===== src/rtl/fetch_queue_stage.sv =====
// fetch_queue_stage
// Instruction-fetch front end: owns the fetch PC, issues word fetches over a
// req/ack handshake and buffers {pc, instr} pairs in a DEPTH-entry FIFO that
// feeds decode through a valid/ready handshake. A branch redirect flushes the
// queue and any in-flight fetch, then inserts a one-cycle bubble.
// Optional feature macro: FETCH_BYPASS_EN (empty-queue fetch goes straight to
// decode in the same cycle, skipping the queue).
module fetch_queue_stage #(
  parameter int              PC_W     = 9,
  parameter int              INS_W    = 32,
  parameter int              DEPTH    = 4,
  parameter logic [PC_W-1:0] RESET_PC = '0
) (
  input  logic                       clk,
  input  logic                       reset,
  output logic                       imem_req,
  output logic [PC_W-1:0]            imem_addr,
  input  logic                       imem_ack,
  input  logic [INS_W-1:0]           imem_rdata,
  input  logic                       redir_valid,
  input  logic [PC_W-1:0]            redir_pc,
  output logic                       if_valid,
  output logic [PC_W-1:0]            if_pc,
  output logic [INS_W-1:0]           if_instr,
  input  logic                       id_ready,
  output logic [$clog2(DEPTH):0]     q_count
);

  localparam int AW = $clog2(DEPTH);
  localparam int CW = AW + 1;

  localparam logic [1:0] S_FETCH = 2'd0;
  localparam logic [1:0] S_FULL  = 2'd1;
  localparam logic [1:0] S_REDIR = 2'd2;

  logic [1:0]       r_state;
  logic [PC_W-1:0]  r_fpc;
  logic [CW-1:0]    r_count;
  logic [AW-1:0]    r_rdPtr;
  logic [AW-1:0]    r_wrPtr;
  logic [PC_W-1:0]  r_memPc  [DEPTH];
  logic [INS_W-1:0] r_memIns [DEPTH];

  logic w_accept;
  logic w_qValid;
  logic w_deq;
  logic w_enq;
  logic w_bypass;
  logic w_bypassTake;

  assign w_accept = (r_state == S_FETCH) && imem_ack;
  assign w_qValid = (r_count != '0);
  // A redirect flushes decode, so a same-cycle handshake does not count.
  assign w_deq    = w_qValid && id_ready && !redir_valid;

`ifdef FETCH_BYPASS_EN
  assign w_bypass = !w_qValid && w_accept && !redir_valid;
`else
  assign w_bypass = 1'b0;
`endif
  assign w_bypassTake = w_bypass && id_ready;

  // Acked data during a redirect is dropped; bypassed-and-consumed data never enters the queue.
  assign w_enq = w_accept && !redir_valid && !w_bypassTake;

  assign imem_req  = (r_state == S_FETCH);
  assign imem_addr = r_fpc;
  assign q_count   = r_count;
  assign if_valid  = w_qValid || w_bypass;

  // Head of queue toward decode; forced to zero when nothing is valid.
  always_comb begin
    if_pc    = '0;
    if_instr = '0;
    if (w_qValid) begin
      if_pc    = r_memPc[r_rdPtr];
      if_instr = r_memIns[r_rdPtr];
    end else if (w_bypass) begin
      if_pc    = r_fpc;
      if_instr = imem_rdata;
    end
  end

  // Control state: fetch PC, FSM, occupancy and pointers (reset beats redirect beats everything else).
  always_ff @(posedge clk) begin
    if (reset) begin
      r_state <= S_REDIR;
      r_fpc   <= RESET_PC;
      r_count <= '0;
      r_rdPtr <= '0;
      r_wrPtr <= '0;
    end else if (redir_valid) begin
      r_state <= S_REDIR;
      r_fpc   <= {redir_pc[PC_W-1:2], 2'b00};
      r_count <= '0;
      r_rdPtr <= '0;
      r_wrPtr <= '0;
    end else begin
      if (w_accept) begin
        r_fpc <= r_fpc + PC_W'(4);
      end
      if (w_enq) begin
        r_wrPtr <= r_wrPtr + AW'(1);
      end
      if (w_deq) begin
        r_rdPtr <= r_rdPtr + AW'(1);
      end
      r_count <= r_count + CW'(w_enq) - CW'(w_deq);
      case (r_state)
        S_FETCH: begin
          if (w_enq && !w_deq && (r_count == CW'(DEPTH - 1))) begin
            r_state <= S_FULL;
          end
        end
        S_FULL: begin
          if (w_deq) begin
            r_state <= S_FETCH;
          end
        end
        S_REDIR: r_state <= S_FETCH;
        default: r_state <= S_REDIR;
      endcase
    end
  end

  // Queue storage; contents are only meaningful between the pointers, so no reset is needed.
  always_ff @(posedge clk) begin
    if (w_enq) begin
      r_memPc[r_wrPtr]  <= r_fpc;
      r_memIns[r_wrPtr] <= imem_rdata;
    end
  end

endmodule


===== config.mk =====
export PLATFORM = sky130hd
export DESIGN_NAME = fetch_queue_stage
export DESIGN_NICKNAME = d
export VERILOG_FILES = /design/src/rtl/fetch_queue_stage.sv
export SDC_FILE = /design/constraint.sdc
export NUM_CORES = 1
export LEC_CHECK = 0
export CORE_MARGIN = 1.5
export CORE_UTILIZATION = 45
export DETAILED_ROUTE_END_ITERATION = 10
export GPL_TIMING_DRIVEN = 0
export HOLD_SLACK_MARGIN = 0.05
export PLACE_DENSITY = 0.68
export SLEW_MARGIN = 25
export SYNTH_ARGS = -nofsm -noshare
export SYNTH_HDL_FRONTEND = slang
export SYNTH_SLANG_ARGS = --single-unit

===== constraint.sdc =====
create_clock -name clk -period 2.9 [get_ports clk]
set_input_delay 0.435 -clock clk [delete_from_list [all_inputs] [get_ports clk]]
set_output_delay 0.435 -clock clk [all_outputs]
set_load 0.02 [all_outputs]

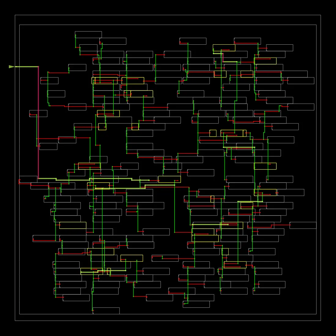
**Above:** the clock network.
seq_cells: 174
clk_buf instances: 23
power in the clock group: 0.00231 W

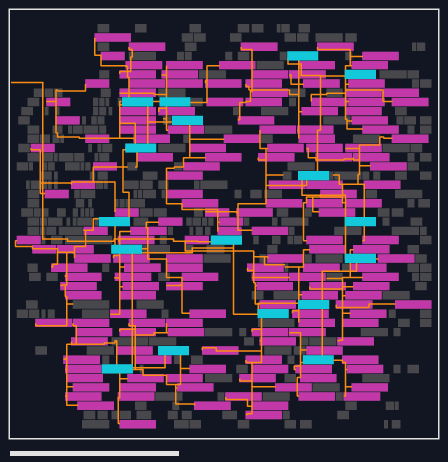
**Above:** routed clock nets over the placement.
The bar under the picture is 50 microns long.
[magenta] flip-flops | count: 174
[orange] clock wires | length: 1850 microns
[cyan] clock-net drivers | count: 17
flops lie: spread over the die
power share of the clock group: 43.7%
Skew-Pair Late Insertion Delay: 420 ps
clk_skew: 10.8 ps

==> Changelog: implementation <==
### Physical design

* Status: finished clean
* IO Pins at 101
* Seq cells post-synth at 174
* Core area at 0.0147 sq mm
* Highest metal used: met4
* Count of final setup violators at 0
* R2R depth at 12
* Cell with the largest stage delay on the worst path: clkdlybuf4s50_1
* Via Count at 3573
* Crit path max fanout at 10
* DR WL/cell at 18.7 microns
* Antenna Cells at 0
* Initial DRT Pass Iterations at 5
* MI comb cells at 160
* Post-route insts no fill at 674
* Top Layout Cells: 156 x edfxtp_1, 82 x clkdlybuf4s50_1, 40 x nor2b_1
* FP Core Util at 46.7%
* Flop area at 0.00504 sq mm
* Reg2Reg Setup Slack at 230 ps
* Adder Area Share at 1.75%
* Cycle use final at 95.2%
* Grt met1 use at 22.5%
* Clk pin slew, worst setup/hold paths at 60 ps
* Die width at 126 microns
* Top reg by flops: r_memIns
* Final hold vios at 0
* Min-Delay Path Class: in2reg
* Stages on worst setup path at 4
* Worst path bufs/invs at 2
* CP Capture Point: if_instr[1]
* Detailed router's first-iteration violation count at 252
* Total wire length at 12600 microns
* Met2 wirelength from detailed routing at 6430 microns
* Reg2Reg Launch Point: q_count[1]
Power is estimated from default activity; no workload was simulated.
